Design dot_prod_engine, sky130hd; sources not shown.
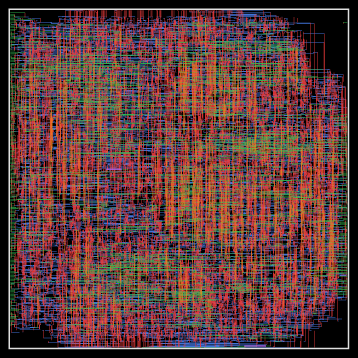
Fig. 1. Routed metal, one colour a layer.
Scale: 1 px per um.
Key: met3 = green [wire length 27.3 mm]; met2 = red [wire length 102 mm]; met5 = purple [wire length 34.0 um]; met1 = blue [wire length 85.7 mm]; met4 = orange [wire length 15600 um]
overall global routing resource usage: 40.8%
Total Wirelength: 231 mm

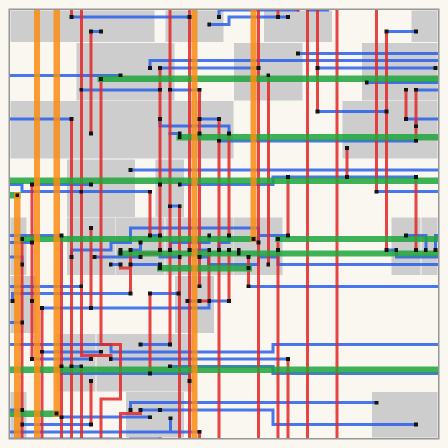
Fig. 2. Layout detail.
Window x 243 to 263, y 74 to 94 um. Cells in grey, sequential cells in the stronger grey; small squares are vias.
Key: met3 = green; met4 = orange; met2 = red; met1 = blue
23 logic cells have their middle in the window. Sequential cells in the window: 0. Most frequent: ha_1 (5), nand2_1 (4).

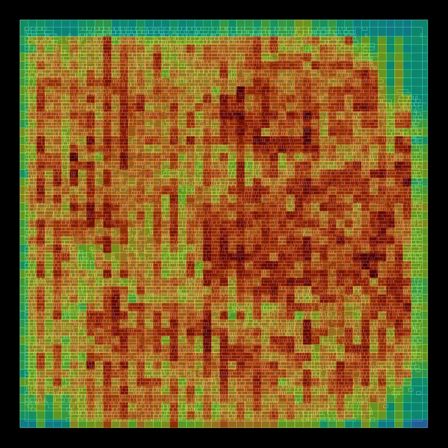
Fig. 3. Congestion heat map.
share of the core filled with cells: 74.4%
global routing usage on met2: 62.5%
met1 track utilization from global routing: 52.0%
met3 usage in global routing: 11.9%
mean routed wirelength per cell: 23.1 um

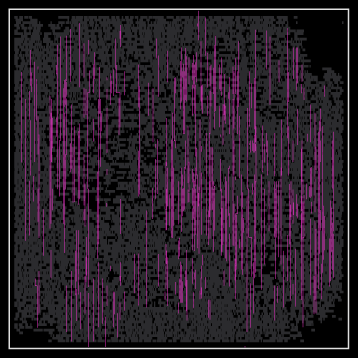
Fig. 4. Met4 routing.
Scale: 1 px per um. Cells faint in the background.
The layer carries 15600 um of wire. The longest straight run is 157 um. The wires run mostly vertical. The layer holds 6.8% of the routed length. 291 nets have wire on it.
overall via count from detail_route: 58300

==> results.txt <==
Notes from the flow run.

STA:
- The run puts the setup TNS after final layout at 0 ns.
- Setup repair after global routing left no endpoint under its margin.
- The run puts the final setup violation count at 0.

Worst setup path:
- The run gives the data required time at the worst endpoint as 22.47 ns.
- STA classifies the critical path startpoint as a flip-flop.
- The run gives the setup slack of the most critical reg-to-reg path as 5.82 ns.
- Along the critical path, the tally of buffer and inverter instances is 9.
- The run puts the largest driver fanout on the critical path at 117.
- In this run the number of cells on the critical path is 55.

Floorplan:
- The run gives the die area as 114000 sq um.
- The run gives the I/O pin count as 600.
- The run gives the core region area as 108000 sq um.

Clocking:
- The run puts the CTS clock-pin slew for the worst setup and hold paths at 0.07 ns.
- The CTS report gives the tree buffer count as 69.
- The skew report gives the latency at the later pin of the worst-skew pair as 0.68 ns.
- The clock passes through at most 3 buffers.

Cells and area:
- The run gives the total area of multi-input combinational cells as 51300 sq um.
- The run puts the relative area change from synthesis to final layout at 13.2%.
- The run puts the final cell area excluding filler cells at 80000 sq um.
- Multi-input gates account for 64.1% of the area.
- The most common logic cells in the final layout are nand2_1 (1880), inv_1 (1394), fa_1 (1140).
- By instance count after routing, the leading logic cell type is nand2_1.
- The run puts the number of sequential storage elements at 627.
- The run puts the filler cell count in the final layout at 7771.

Routing:
- The run gives the number of routed nets with antenna violations as 0.
- The run gives the initial DRC count as 5636.
- The DRC violation total left in the routed layout is recorded as 0.

Run status:
- The run finished with clean final reports.

Yosys:
- The run puts the total cells reported by yosys after synthesis at 8130.
- The commonest register cell is dfxtp_1.
- The run puts the yosys synthesis warning count at 0.
- The synthesis report lists the most area-consuming cells as fa_1 (32%), dfxtp_1 (18%), nand2_1 (10%), inv_1 (7.4%), ha_1 (6.9%).
- The run gives the post-synthesis net count as 10200.

Placement:
- According to the dpl log, the detail-placed design has an HPWL of 183 mm.
- The run gives the final weighted congestion in routability-driven placement as 1.03.
- The run gives the number of port buffers as 598.

Global routing:
- The run puts the number of antenna violations at the first check in global routing at 17.
- The run puts the global-route wire length before repair at 351 mm.

Job:
- The number of warnings reported in the stage logs is 59.

Hold path:
- The tightest min-delay check is of the reg2reg type.
-- metal layers --
metal  routed length [um]  share of wire, %
met5                   34             0.015
met4                15600               6.8
met3                27300                12
met2               102000                44
met1                85700                37
-- cells by family after synthesis --
kind of cell / after synthesis / share of synthesized area [%]
adders and majority gates: 1531 / 39.2
other: 1 / 0.00531
muxes: 283 / 5.60
AOI/OAI and AO/OA: 1006 / 9.89
DFF: 627 / 17.8
and+or+nand+nor: 2685 / 15.2
buffers and inverters: 1790 / 9.71
xor gates and xnor gates: 207 / 2.68
-- per-stage QoR --
stage	hold WS (ns)	setup slack, ns
after floorplan	0.440	7.62
after global placement	0.449	6.42
final	0.464	5.82
after global routing	0.482	5.18
after CTS	0.465	6.04
after detailed placement	0.457	6.13
